$ cat src/rtl/bitgen_pkg.sv
// Shared codes and defaults for the layered bitmap pixel generator.
// Used by bitgen_layer and bitgen_layered.
package bitgen_pkg;

  typedef enum logic [1:0] {
    MODE_SOLID    = 2'b00,
    MODE_GLYPH    = 2'b01,
    MODE_INVERT   = 2'b10,
    MODE_DISABLED = 2'b11
  } mode_e;

  typedef enum logic [2:0] {
    CFG_XS    = 3'd0,
    CFG_XE    = 3'd1,
    CFG_YS    = 3'd2,
    CFG_YE    = 3'd3,
    CFG_MODE  = 3'd4,
    CFG_COLOR = 3'd5
  } cfg_field_e;

  localparam logic [23:0] BG_COLOR_DEF = 24'hF8F9FA;

endpackage

$ cat src/rtl/bitgen_layer.sv
// One compositing layer: shadow/active config registers and the
// stage-1 region test with scaled, tiled glyph lookup.
module bitgen_layer
  import bitgen_pkg::*;
#(
  parameter int GLYPH_W = 8,
  parameter int GLYPH_H = 8,
  parameter int CW      = 10,
  parameter int COLOR_W = 24
) (
  input  logic                       clk,
  input  logic                       reset,
  input  logic [CW-1:0]              hcount,
  input  logic [CW-1:0]              vcount,
  input  logic                       frame_start,
  input  logic [GLYPH_W*GLYPH_H-1:0] glyph,
  input  logic                       we,
  input  logic [2:0]                 field,
  input  logic [COLOR_W-1:0]         wdata,
  input  logic                       hide,
  output logic                       hit,
  output logic [COLOR_W-1:0]         color
);

  localparam int IW = $clog2(GLYPH_W*GLYPH_H);

  typedef struct packed {
    logic [CW-1:0]      xs;
    logic [CW-1:0]      xe;
    logic [CW-1:0]      ys;
    logic [CW-1:0]      ye;
    mode_e              mode;
    logic [1:0]         scale;
    logic               blink;
    logic [COLOR_W-1:0] color;
  } regs_t;

  localparam regs_t REGS_RST = '{
    xs: '0, xe: '0, ys: '0, ye: '0,
    mode: MODE_DISABLED, scale: '0,
    blink: 1'b0, color: '0
  };

  regs_t shd_q, shd_d;
  regs_t act_q, act_d;
  logic  hit_q, hit_d;

  logic          in_x, in_y, on, pix;
  logic [CW-1:0] dx, dy;
  int            col, row, idx;

  // Commit reads shd_q, so a same-cycle write lands next frame.
  always_comb begin
    shd_d = shd_q;
    act_d = act_q;
    if (frame_start) act_d = shd_q;
    if (we) begin
      case (cfg_field_e'(field))
        CFG_XS:    shd_d.xs = wdata[CW-1:0];
        CFG_XE:    shd_d.xe = wdata[CW-1:0];
        CFG_YS:    shd_d.ys = wdata[CW-1:0];
        CFG_YE:    shd_d.ye = wdata[CW-1:0];
        CFG_MODE: begin
          shd_d.mode  = mode_e'(wdata[1:0]);
          shd_d.scale = wdata[3:2];
          shd_d.blink = wdata[4];
        end
        CFG_COLOR: shd_d.color = wdata;
        default: ;
      endcase
    end
  end

  always_comb begin
    in_x = (hcount >= act_q.xs) && (hcount < act_q.xe);
    in_y = (vcount >= act_q.ys) && (vcount < act_q.ye);
    on   = in_x && in_y && !(hide && act_q.blink);
    dx   = (hcount - act_q.xs) >> act_q.scale;
    dy   = (vcount - act_q.ys) >> act_q.scale;
    col  = int'(dx) % GLYPH_W;
    row  = int'(dy) % GLYPH_H;
    idx  = (GLYPH_H - 1 - row) * GLYPH_W + col;
    pix  = glyph[IW'(idx)];
    hit_d = 1'b0;
    unique case (act_q.mode)
      MODE_SOLID:  hit_d = on;
      MODE_GLYPH:  hit_d = on && pix;
      MODE_INVERT: hit_d = on && !pix;
      default:     hit_d = 1'b0;
    endcase
  end

  always_ff @(posedge clk or posedge reset) begin
    if (reset) begin
      shd_q <= REGS_RST;
      act_q <= REGS_RST;
      hit_q <= 1'b0;
    end else begin
      shd_q <= shd_d;
      act_q <= act_d;
      hit_q <= hit_d;
    end
  end

  assign hit   = hit_q;
  assign color = act_q.color;

endmodule

$ cat src/rtl/bitgen_layered.sv
// Layered VGA pixel generator: priority compositing, 2-clock latency.
// Define BITGEN_BLINK_EN to build the frame counter that blanks blink layers.
module bitgen_layered
  import bitgen_pkg::*;
#(
  parameter int                 LAYERS   = 4,
  parameter int                 GLYPH_W  = 8,
  parameter int                 GLYPH_H  = 8,
  parameter int                 CW       = 10,
  parameter int                 COLOR_W  = 24,
  parameter logic [COLOR_W-1:0] BG_COLOR = COLOR_W'(BG_COLOR_DEF)
) (
  input  logic                              clk,
  input  logic                              reset,
  input  logic [CW-1:0]                     hcount,
  input  logic [CW-1:0]                     vcount,
  input  logic                              bright,
  input  logic                              hsync_in,
  input  logic                              vsync_in,
  input  logic                              frame_start,
  input  logic [LAYERS*GLYPH_W*GLYPH_H-1:0] glyphs,
  input  logic                              cfg_we,
  input  logic [$clog2(LAYERS)-1:0]         cfg_layer,
  input  logic [2:0]                        cfg_field,
  input  logic [COLOR_W-1:0]                cfg_wdata,
  output logic [COLOR_W-1:0]                rgb,
  output logic                              hsync,
  output logic                              vsync,
  output logic                              bright_o
);

  localparam int LW = $clog2(LAYERS);
  localparam int GB = GLYPH_W * GLYPH_H;

  logic [LAYERS-1:0]  hit;
  logic [COLOR_W-1:0] color [LAYERS];
  logic               hide;

`ifdef BITGEN_BLINK_EN
  logic [5:0] fcnt_q, fcnt_d;

  always_comb begin
    fcnt_d = fcnt_q;
    if (frame_start) fcnt_d = fcnt_q + 6'd1;
  end

  always_ff @(posedge clk or posedge reset) begin
    if (reset) fcnt_q <= '0;
    else       fcnt_q <= fcnt_d;
  end

  assign hide = fcnt_q[5];
`else
  assign hide = 1'b0;
`endif

  for (genvar l = 0; l < LAYERS; l++) begin : g_layer
    bitgen_layer #(
      .GLYPH_W (GLYPH_W),
      .GLYPH_H (GLYPH_H),
      .CW      (CW),
      .COLOR_W (COLOR_W)
    ) u_layer (
      .clk         (clk),
      .reset       (reset),
      .hcount      (hcount),
      .vcount      (vcount),
      .frame_start (frame_start),
      .glyph       (glyphs[l*GB +: GB]),
      .we          (cfg_we && (cfg_layer == LW'(l))),
      .field       (cfg_field),
      .wdata       (cfg_wdata),
      .hide        (hide),
      .hit         (hit[l]),
      .color       (color[l])
    );
  end

  // {bright, hsync, vsync} per pipeline stage
  logic [2:0]         sync1_q, sync1_d;
  logic [2:0]         sync2_q, sync2_d;
  logic [COLOR_W-1:0] rgb_q, rgb_d;

  always_comb begin
    sync1_d = {bright, hsync_in, vsync_in};
    sync2_d = sync1_q;
    rgb_d   = BG_COLOR;
    for (int i = LAYERS - 1; i >= 0; i--) begin
      if (hit[i]) rgb_d = color[i];
    end
    if (!sync1_q[2]) rgb_d = BG_COLOR;
  end

  always_ff @(posedge clk or posedge reset) begin
    if (reset) begin
      sync1_q <= '0;
      sync2_q <= '0;
      rgb_q   <= BG_COLOR;
    end else begin
      sync1_q <= sync1_d;
      sync2_q <= sync2_d;
      rgb_q   <= rgb_d;
    end
  end

  assign rgb      = rgb_q;
  assign bright_o = sync2_q[2];
  assign hsync    = sync2_q[1];
  assign vsync    = sync2_q[0];

endmodule

$ cat config.mk
export PLATFORM = sky130hd
export DESIGN_NAME = bitgen_layered
export DESIGN_NICKNAME = d
export VERILOG_FILES = /design/src/rtl/bitgen_pkg.sv /design/src/rtl/bitgen_layer.sv /design/src/rtl/bitgen_layered.sv
export SDC_FILE = /design/constraint.sdc
export NUM_CORES = 1
export LEC_CHECK = 0
export CAP_MARGIN = 15
export CORE_ASPECT_RATIO = 1.1
export CORE_MARGIN = 4
export CORE_UTILIZATION = 52
export CTS_CLUSTER_SIZE = 25
export DETAILED_ROUTE_END_ITERATION = 8
export PLACE_DENSITY = 0.75
export SYNTH_ARGS = -nofsm -noshare
export SYNTH_HDL_FRONTEND = slang
export SYNTH_HIERARCHICAL = 1
export SYNTH_SLANG_ARGS = --single-unit
$ cat constraint.sdc
create_clock -name clk -period 4.15 [get_ports clk]
set_input_delay 0.6225 -clock clk [delete_from_list [all_inputs] [get_ports clk]]
set_output_delay 0.6225 -clock clk [all_outputs]
set_load 0.005 [all_outputs]
==> run_1/placed.png <==
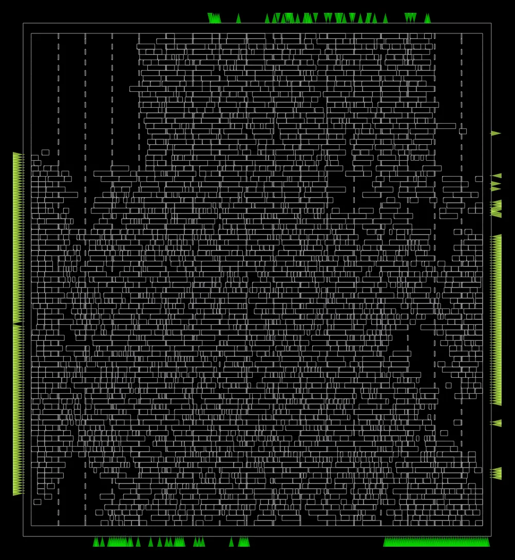
Non-Filler Instances: 3700
Seq/total area: 39.6%
registers: 586
row count: 93
core footprint: 58600 sq um

==> run_1/clock_wires.png <==
Bar = 50 microns.
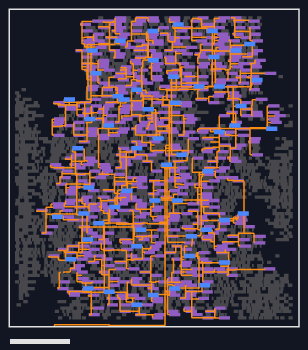
- orange: clock wires (length 6650 microns)
- blue: clock-net drivers (count 56)
- purple: flip-flops (count 586)
- routed clock nets: 57
Clock Skew: 33.9 ps
worst skew pair latency: 620 ps
Clock Power: 5.37 mW

==> impl_metrics.toml, run 1 <==
# synthesis and place-and-route metrics
[outcome]
status = "finished clean"

[critical_path]
r2r_cells = 14
worstReg2RegEnd = "g_layer[0].u_layer/hit$_DFF_PP0_"
slowest_delay_ps = 560
crit_path_max_fanout = 14
critPathKind = "in -> reg"
crit_start = "hcount[0]"
crit_end = "g_layer[0].u_layer/hit$_DFF_PP0_"
crit_slowest_cell = "mux4_1"
endpoint_kind = "flip-flop"
cp-start-kind = "input port"
r2r_start = "g_layer[0].u_layer/act_q[59]$_DFFE_PP0P_"
crit_required_ps = 4630
path_cells = "clkdlybuf4s50_1, buf_12, inv_1, ha_1, inv_1, fa_1, nor2b_1, a311oi_1, nand3_1, o21ai_4, buf_12, mux4_1, a22o_1, nor2_1, o22a_1, nand2_1, a211o_1"
crit_cells = 17
worst-path-buf-inv = 5
rrSetupSlack_ps = 540
crit_family = "AND-OR/OR-AND gates"
crit_arrival_ps = 4480

[floorplan]
ios = 339
die_h_microns = 264
die_x_microns = 240
dieArea_sq_um = 63400
fp-utilization_pct = 52.7

[routing]
firstDrtPassIters = 5
wl_per_cell_microns = 21.5
drc_errors = 0
via_per_inst = 5.83
drtIter0Drc = 1518
ant_nets = 0

[pwr]
ir_drop_mv = 0.315
leakage_nw = 16.8
total_power_mw = 18.6
powerDensity_nw_per_um2 = 501

[global_routing]
grt_max_degree = 112
antenna_found_initial = 2
grt_overflow = 0
track_usage_pct = 24.9
grt_pass1_wl_microns = 125000
grt_pass1_vias = 23100

[worst_hold_path]
worstHoldEndpoint = "sync2_q[0]$_DFF_PP0_"
min_path_type = "reg -> reg"
hold_path.startpoint = "sync1_q[0]$_DFF_PP0_"
hold_depth = 0

[placed_design]
place_inst = 3592
post-place-ws_ps = -470
gp_congestion = 0.854
port_buffers = 338
place_hpwl_microns = 53800

[synthesis]
yosysCellCount = 2569
synthArstFlopShare_pct = 100
ys_seq_share_pct = 47.6
syn-cell-area_sq_um = 30900
top_area_cell = "dfrtp_1"
numSynthFlops = 586
ys.flop_type = "dfrtp_1"
synth_cells = 2569
edf_count = 0
topCellsByArea = "dfrtp_1, mux2_2, ha_1, mux4_1, o21ai_0"
ys_chip_area_sq_um = 30900
synth_cell_types = 71
syn_area_per_cell_sq_um = 12.0
yosys_warnings = 6
top_area_share_pct = 44.8

[cells_and_area]
finalNetCount = 3377
antenna_cells = 0
drive_gt1_share_pct = 24.4
final_cell_mix = "dfrtp_1, mux2_2, clkdlybuf4s50_1, nand2_1, inv_1"
lay_top_count = "dfrtp_1"
area_delta_synth_final_pct = 20.2

[final_timing]
worst_slew_pin_slew_ps = 1130
fmax_ghz = 0.250
slew_headroom_pct = 24.4
fin_ws_ps = 150
setup_viol = 0
period_used_pct = 96.4
whs_ps = 351
rsz0062_at_grt = "false"
slew_viol_final = 0
hold_viol_final = 0
setup-tns-final_ps = 0
period_minus_slack_ps = 4000

[clock_network]
cts_tree = "done"
ctsRootBufferMaster = "clkbuf_16"
cts_resized = 0
cts_made_buffers = 56
path_clk_slew_ps = 60
cts_htree_levels = 2
cts_sinks = 586
clock_path_buffers = 3

[job]
warnings = 38
maxCapViolCount = 0
==> run_1/class_map.png <==
Bar = 50 microns.
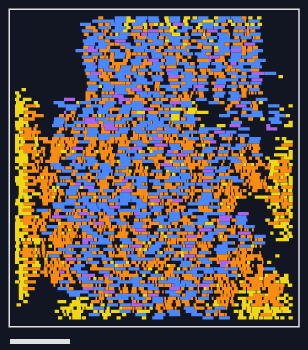
- blue: registers (cells 586; share of their area 41%)
- yellow: remaining buffers and delay cells (cells 463; share of their area 13%)
- purple: clock drivers and dummy loads (cells 105; share of their area 5.4%)
- orange: remaining logic cells (cells 1786; share of their area 41%)
Finished Cell Area: 37200 sq um
fin util: 63.3%

==> run_1/m2.png <==
Cells faint in the background.
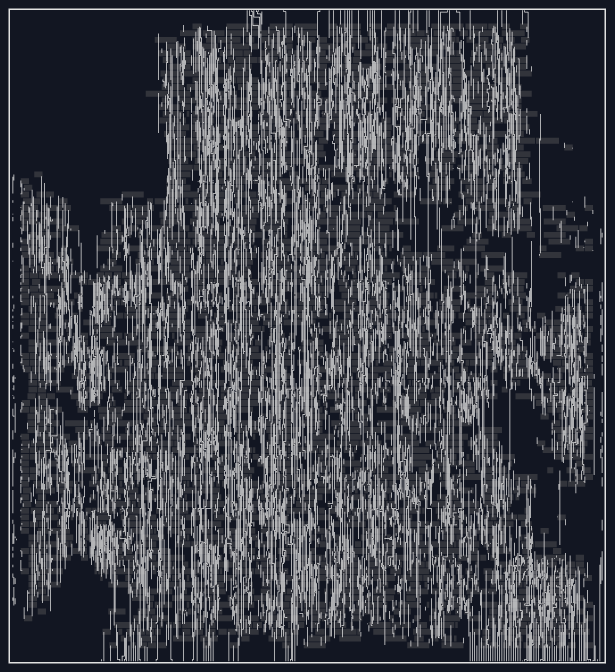
- share of all routed wire: 49%
- nets with wire on the layer: 3066
- wire length on this layer: 39.3 mm
global-route met2 utilization: 42.5%
Vias: 21.6k
final WL: 79500 microns

## run 1: cell families after synthesis
family	after synthesis	share of synthesized area [%]
multiplexers	482	21.3
XOR/XNOR	36	1.02
AND/OR/NAND/NOR	430	6.52
other	1	0.0121
flip-flops	586	47.6
adder cells (fa/ha/maj)	172	7.16
AND-OR/OR-AND	467	9.94
buffers and inverters	395	6.45
## run 1: stage by stage
stage	util, %	area, sq um
after floorplan	-	30900
after global placement	59.9	35100
after detailed placement	59.9	35100
after CTS	63.2	37100
after global routing	63.3	37200
final	63.3	37200
## run 1: registers in the layout (all words and copies together) (netlist names)
signal / count
g_layer.u_layer/shd_q: 276
g_layer.u_layer/act_q: 180
sync2_q: 3
sync1_q: 3
g_layer.u_layer/hit: 4
rgb: 24
g_layer.u_layer/color: 96
## run 1: layout make-up
cell class	count	area, sq um
tap	760	951
multi-input combinational	1591	14200
timing repair buffer	463	4570
inverter	195	749
sequential	586	14700
fill	4487	21500
clock buffer	77	1610
clock inverter	28	345
## run 1: what timing repair did
action / 4_1_cts / 5_1_grt
hold buffers: 0 / 0
setup buffers: 0 / 1
setup endpoints to repair: 0 / 1
## run 1: layer usage
metal,GRT usage (%),routed length [microns]
met5,0,14
met4,9.67,3360
met3,4.41,4780
met2,42.5,39300
met1,31.7,32100
## run 1: cell usage after synthesis, drive strengths merged (10+ instances only)
master,n
dfrtp,553
mux2,394
nand2,224
o21ai,202
inv,195
ha,164
buf,133
mux4,84
clkbuf,67
a21oi,56
nor2,55
a21o,48
dfstp,33
nor3,30
nand3,24
o21a,24
xnor2,22
a31oi,21
nor2b,21
a22oi,20
o221ai,20
a22o,18
xor2,14
nand2b,11
or3,10
## run 1: report_power, final
group	internal, mW	switching, mW
Combinational	3.08	2.68
Clock	3.16	2.21
Sequential	6.89	0.582
## Run 2: what changed since run 1
CAP_MARGIN = 5   (was 15)
CELL_PAD_IN_SITES_DETAIL_PLACEMENT = 0   (was unset)
CELL_PAD_IN_SITES_GLOBAL_PLACEMENT = 1   (was unset)
CORE_UTILIZATION = 42   (was 52)
==> run_2/class_map.png <==
Bar = 100 microns.
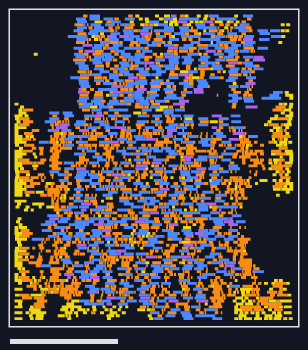
- orange: remaining logic cells (cells 1786; share of their area 41%)
- purple: clock drivers and dummy loads (cells 106; share of their area 5.5%)
- blue: registers (cells 586; share of their area 41%)
- yellow: remaining buffers and delay cells (cells 459; share of their area 13%)

==> run_2/placed.png <==
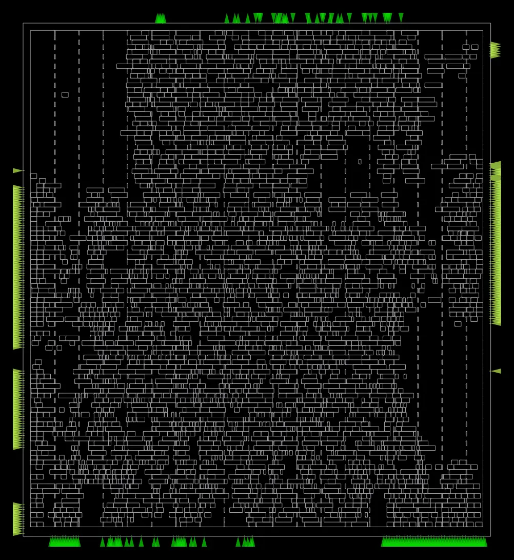
Non-Filler Instances: 3891
fin util: 51.3%
core footprint: 73000 sq um
Seq/total area: 39.3%
Fillers: 6293

==> run 2 against run 1 <==
Worst setup slack better by 92 ps. Cell count grew 5.2%. Hold slack got worse by 4.0 ps. Largest power group unchanged. Core utilization down 12 points. Largest cell class unchanged. Total power grew 0.21%. Clock skew down 9.1 ps. Via count fell by 2.0%.
==> impl_metrics.toml, run 2 <==
# synthesis and place-and-route metrics
[cells_and_area]
final_cell_mix = "dfrtp_1, mux2_2, clkdlybuf4s50_1, nand2_1, inv_1"
largest_register = "g_layer.u_layer/shd_q"
area_delta_synth_final_pct = 21.1
drive_gt1_share_pct = 24.0
finalNetCount = 3377
lay_top_count = "dfrtp_1"
flop_area_sq_um = 14700
logic_area_sq_um = 14200
largest_reg_flops = 276
antenna_cells = 0

[synthesis]
topCellsByArea = "dfrtp_1, mux2_2, ha_1, mux4_1, o21ai_0"
ys_chip_area_sq_um = 30900
ys_seq_share_pct = 47.6
top_area_cell = "dfrtp_1"
synthArstFlopShare_pct = 100
yosys-top-cells-count = "dfrtp_1, mux2_2, nand2_1, inv_1, o21ai_0"
synth_cell_types = 71
numSynthFlops = 586
yosysMostFrequentCell = "dfrtp_1"
yosysCellCount = 2569
yosys_warnings = 6
syn_area_per_cell_sq_um = 12.0
top_area_share_pct = 44.8
edf_count = 0
ys.flop_type = "dfrtp_1"
synth_cells = 2569
syn-cell-area_sq_um = 30900

[critical_path]
crit_required_ps = 4650
endpoint_kind = "flip-flop"
crit_end = "g_layer[0].u_layer/hit$_DFF_PP0_"
cp-start-kind = "input port"
worst-path-buf-inv = 5
crit_path_max_fanout = 16
r2r_start = "g_layer[1].u_layer/act_q[59]$_DFFE_PP0P_"
crit_start = "hcount[0]"
crit_arrival_ps = 4410
crit_slowest_cell = "mux4_1"
slowest_delay_ps = 550
critPathKind = "in -> reg"
path_cells = "clkdlybuf4s50_1, buf_12, inv_1, ha_1, inv_1, fa_1, nor2b_1, a311oi_1, nand3_1, o21ai_4, buf_12, mux4_1, a22o_1, nor2_1, o22a_1, nand2_1, a211o_1"
crit_family = "AND-OR/OR-AND gates"
rrSetupSlack_ps = 580
worstReg2RegEnd = "g_layer[1].u_layer/hit$_DFF_PP0_"
crit_cells = 17
r2r_cells = 14

[final_timing]
setup_viol = 0
fin_ws_ps = 242
worst_slew_pin_slew_ps = 994
slew_headroom_pct = 33.6
period_used_pct = 94.2
period_minus_slack_ps = 3910
fmax_ghz = 0.256
slew_viol_final = 0
clock_skew_ps = 24.9
rsz0062_at_grt = "false"
hold_viol_final = 0
setup-tns-final_ps = 0

[clock_network]
cts_made_buffers = 60
clock_path_buffers = 3
cts_sinks = 586
cts_resized = 0
hold_buffers = 0
path_clk_slew_ps = 60
cts_htree_levels = 2
clock_latency_ps = 620
cts_tree = "done"
ctsRootBufferMaster = "clkbuf_16"
post-cts-setup-buffers = 0

[placed_design]
port_buffers = 338
place_hpwl_microns = 55200
post-place-ws_ps = -436
gp_congestion = 0.861

[job]
maxCapViolCount = 0
warnings = 42

[global_routing]
track_usage_pct = 20.5
grt_overflow = 0
antenna_found_initial = 3
grt_pass1_wl_microns = 126000
grt_max_degree = 151
grt_pass1_vias = 22500

[routing]
via_per_inst = 5.43
drtIter0Drc = 1306
vias = 21100
wl_microns = 81100
wl_per_cell_microns = 20.8
firstDrtPassIters = 5
drc_errors = 0
ant_nets = 0

[floorplan]
dieArea_sq_um = 78000
rows = 104
die_x_microns = 267
die_h_microns = 292
ios = 339
fp-utilization_pct = 42.3

[worst_hold_path]
hold_path.startpoint = "sync1_q[0]$_DFF_PP0_"
hold_depth = 0
min_path_type = "reg -> reg"
worstHoldEndpoint = "sync2_q[0]$_DFF_PP0_"

[outcome]
status = "finished clean"

[pwr]
leakage_nw = 16.8
powerDensity_nw_per_um2 = 498
total_power_mw = 18.6
ir_drop_mv = 0.316
==> run_2/m2.png <==
Cells faint in the background.
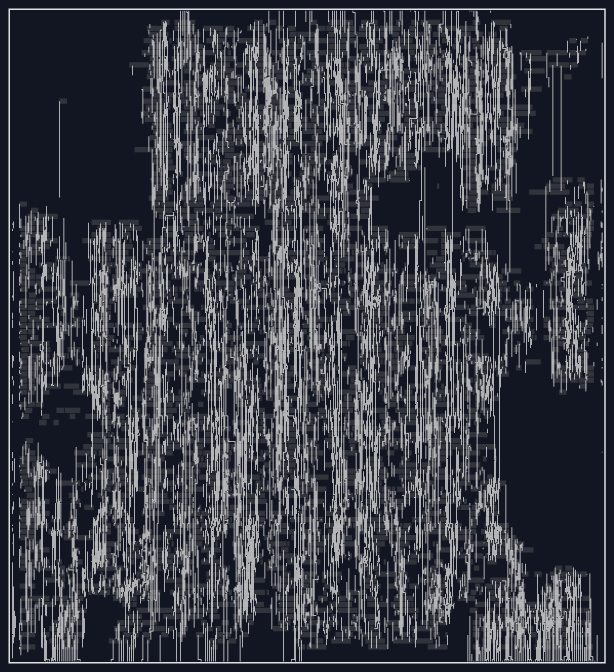
- nets with wire on the layer: 3026
- main direction: vertical
- share of all routed wire: 50%
- longest straight run: 101 microns

-- run 2: cell count changes in the layout (fill, tap and decap cells not counted), sizes merged --
cell,change
clkinv,-3
clkinvlp,-2
clkbuf,+8
clkdlybuf4s50,+3
buf,-7
inv,-1
bufinv,-1
-- run 2: routing by layer --
| metal | track usage (%) | share of wire [%] |
|---|---|---|
| met5 | 0 | 0 |
| met4 | 5.70 | 2.5 |
| met3 | 2.64 | 4.5 |
| met2 | 36.4 | 50 |
| met1 | 26.6 | 43 |
-- run 2: where the power goes --
group | switching (mW) | leakage (nW) | internal [mW]
clock network | 2.23 | 0.993 | 3.26
logic | 2.63 | 8.36 | 3.05
registers | 0.585 | 7.45 | 6.89
total | 5.44 | 16.8 | 13.2
-- run 2: metrics by stage --
stage	instances	hold WS, ps	cell area [sq um]	util, %
global placement	3785	337	35400	48.5
floorplan	2572	331	30900	-
CTS	3891	348	37400	51.3
global route	3891	354	37400	51.3
finish	3891	347	37400	51.3
detailed placement	3785	335	35400	48.5
-- run 2: layout make-up --
type	instances	share of cell area (%)
clock buffers	85	4.62
clock inverters	21	0.742
inverters	195	2.00
multi-input cells	1591	38.0
flip-flops and latches	586	39.3
well taps	954	3.19
repair buffers	459	12.2
-- run 2: cell families (layout without fill, tap and decap cells) --
| family | after synthesis | after routing | share of synthesized area (%) |
|---|---|---|---|
| muxes | 482 | 482 | 21.3 |
| AOI/OAI and AO/OA | 467 | 467 | 9.94 |
| buffers and inverters | 395 | 760 | 6.45 |
| other | 1 | 4 | 0.0121 |
| xor gates and xnor gates | 36 | 36 | 1.02 |
| adders and majority gates | 172 | 172 | 7.16 |
| DFF | 586 | 586 | 47.6 |
| and+or+nand+nor | 430 | 430 | 6.52 |
## Run 3: what changed since run 2
REMOVE_ABC_BUFFERS = 1   (was unset)
==> run 3 against run 2 <==
Register-to-register slack barely moved. Clock skew grew 1.7 ps. Largest cell class unchanged. Critical endpoint is now g_layer[2].u_layer/hit$_DFF_PP0_. Combinational power down 0.7%. Synthesized cell count stayed put. Fmax grew 0.37%. Wire length grew 0.27%. Via count is 0.44% lower. Critical path type unchanged. Highest routed layer is now met5. Non-clock buffer count is 5 lower. Synthesized area is the same. Clock power up 2%. Count of clock-buffer cells in the layout is 4 higher.
==> impl_metrics.toml, run 3 <==
# synthesis and place-and-route metrics
[outcome]
status = "finished clean"

[routing]
ant_nets = 0
firstDrtPassIters = 6
drtIter0Drc = 1313
wl_microns = 81300
drc_errors = 0
via_per_inst = 5.41
wl_per_cell_microns = 20.9

[pwr]
powerDensity_nw_per_um2 = 501
powerClk_mw = 5.61
p_seq_mw = 7.48
ir_drop_mv = 0.333
power_leader = "sequential cells"
p_int_mw = 13.3
p_sw_mw = 5.47
clockPowerShare_pct = 29.9
netSwitchingFraction_pct = 29.2
power_frac_comb_pct = 30.1

[placed_design]
post-place-ws_ps = -389
place_hpwl_microns = 56100
port_buffers = 338
gp_congestion = 0.878

[final_timing]
slew_headroom_pct = 24.8
period_minus_slack_ps = 3890
worst_slew_pin_slew_ps = 1130
setup-tns-final_ps = 0
period_used_pct = 93.8
fin_ws_ps = 256
whs_ps = 349
hold_viol_final = 0
slew_viol_final = 0
fmax_ghz = 0.257

[floorplan]
dieArea_sq_um = 78000
core_area_sq_um = 73000
die_x_microns = 267
ios = 339
fp-utilization_pct = 42.3

[critical_path]
crit_slowest_cell = "mux4_1"
crit_arrival_ps = 4380
path_cells = "clkdlybuf4s50_1, buf_12, buf_4, inv_1, ha_1, inv_1, fa_1, nor2b_1, a311oi_1, nand3_1, o21ai_4, buf_12, mux4_1, a22o_1, nor2_1, o22a_1, a2111o_1, o221ai_2"
endpoint_kind = "flip-flop"
crit_family = "AND-OR/OR-AND gates"
critPathKind = "in -> reg"

[worst_hold_path]
hold_depth = 0
min_path_type = "reg -> reg"

[cells_and_area]
area_delta_synth_final_pct = 21.1
inverters = 195
ff_count = 586
n_all_buffers = 454
largestClassByArea = "sequential cells"
finalNetCount = 3371
final_cell_mix = "dfrtp_1, mux2_2, clkdlybuf4s50_1, nand2_1, inv_1"
nClkBuffers = 89
largest_reg_flops = 276
drive_gt1_share_pct = 24.0
bufAreaShareNonClock_pct = 12.0
antenna_cells = 1
nMultiInputCombCells = 1591
largest_register = "g_layer.u_layer/shd_q"
sh_comb_area_pct = 38.0
stdcell_count = 3892

[global_routing]
grt_pass1_vias = 22600
grt_overflow = 0
antenna_found_initial = 3
grt_max_degree = 101
track_usage_pct = 20.9

[synthesis]
synthArstFlopShare_pct = 100
ys_chip_area_sq_um = 30900
topCellsByArea = "dfrtp_1, mux2_2, ha_1, mux4_1, o21ai_0"
yosysCellCount = 2569
synth_cell_types = 71
ys.flop_type = "dfrtp_1"
syn-cell-area_sq_um = 30900
top_area_share_pct = 44.8
syn_area_per_cell_sq_um = 12.0
yosys-top-cells-count = "dfrtp_1, mux2_2, nand2_1, inv_1, o21ai_0"
ys_seq_share_pct = 47.6
yosysMostFrequentCell = "dfrtp_1"
top_area_cell = "dfrtp_1"
numSynthFlops = 586
synth_cells = 2569

[clock_network]
clock_path_buffers = 3
cts_made_buffers = 59
hold_buffers = 0
cts_sinks = 586
cts_htree_levels = 2
path_clk_slew_ps = 60

[job]
maxCapViolCount = 0
warnings = 36
[run 3: cell types whose count changed in the layout (fill, tap and decap cells not counted), sizes merged, moves of 2 or more]
cell           change
clkbuf             +4
inv                +5
clkdlybuf4s50      -3
buf                -2
clkinv             -6
[run 3: stage by stage]
step,cell area [sq um],total power [mW],util (%)
floorplan,29700,11.2,-
global placement,35300,13.0,48.4
detailed placement,35300,13.2,48.4
CTS,37400,18.9,51.2
global route,37400,19.9,51.3
finish,37400,18.7,51.3
[run 3: final timing paths]
check,start,endpoint,slack (ps)
worst max-delay path,hcount[0],g_layer[2].u_layer/hit$_DFF_PP0_,260
worst min-delay path,sync1_q[1]$_DFF_PP0_,sync2_q[1]$_DFF_PP0_,350
worst max register to register,g_layer[3].u_layer/act_q[59]$_DFFE_PP0P_,g_layer[3].u_layer/hit$_DFF_PP0_,590
worst min register to register,sync1_q[1]$_DFF_PP0_,sync2_q[1]$_DFF_PP0_,350
max in group asynchronous,reset,g_layer[2].u_layer/shd_q[20]$_DFFE_PP0P_,2420
min in group asynchronous,reset,g_layer[3].u_layer/shd_q[2]$_DFFE_PP0P_,840
[run 3: cell families (layout without fill, tap and decap cells)]
kind of cell    after synthesis  count (layout)  share of synthesized area (%)
xor+xnor                     36              36                           1.02
other cells                   1               5                         0.0121
fa+ha+maj                   172             172                           7.16
compound gates              467             467                           9.94
simple gates                430             430                           6.52
flops                       586             586                           47.6
mux                         482             482                           21.3
buf+inv                     395             760                           6.45
[run 3: metal layers]
metal  wire (microns)  track usage [%]
met5               10                0
met4             2010             5.54
met3             3710             3.23
met2            40300             36.3
met1            35400             27.6
[run 3: what timing repair did]
item / 4_1_cts / 5_1_grt
gates resized: 0 / 0
buffers inserted: 0 / 1
endpoints found under the setup margin: 0 / 1
==> run_3/placed.png <==
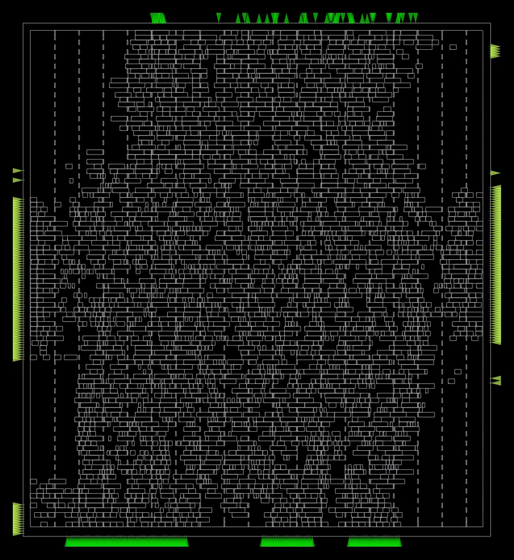
Seq/total area: 39.3%
Fillers: 6251
fin util: 51.3%
tap cells: 954
row count: 104

==> run_3/class_map.png <==
Bar = 100 microns.
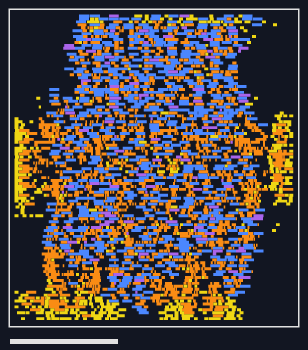
- orange: remaining logic cells (cells 1786; share of their area 41%)
- purple: clock drivers and dummy loads (cells 111; share of their area 5.7%)
- blue: registers (cells 586; share of their area 41%)
- yellow: remaining buffers and delay cells (cells 454; share of their area 12%)

==> run_3/clock_wires.png <==
Bar = 100 microns.
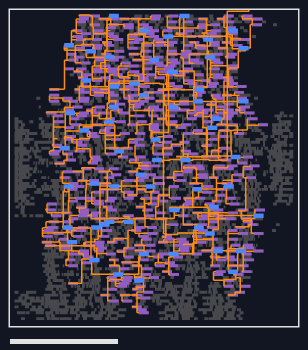
- purple: flip-flops (count 586)
- blue: clock-net drivers (count 59)
- orange: clock wires (length 7170 microns)
- routed clock nets: 60

Power is estimated from default activity; no workload was simulated.
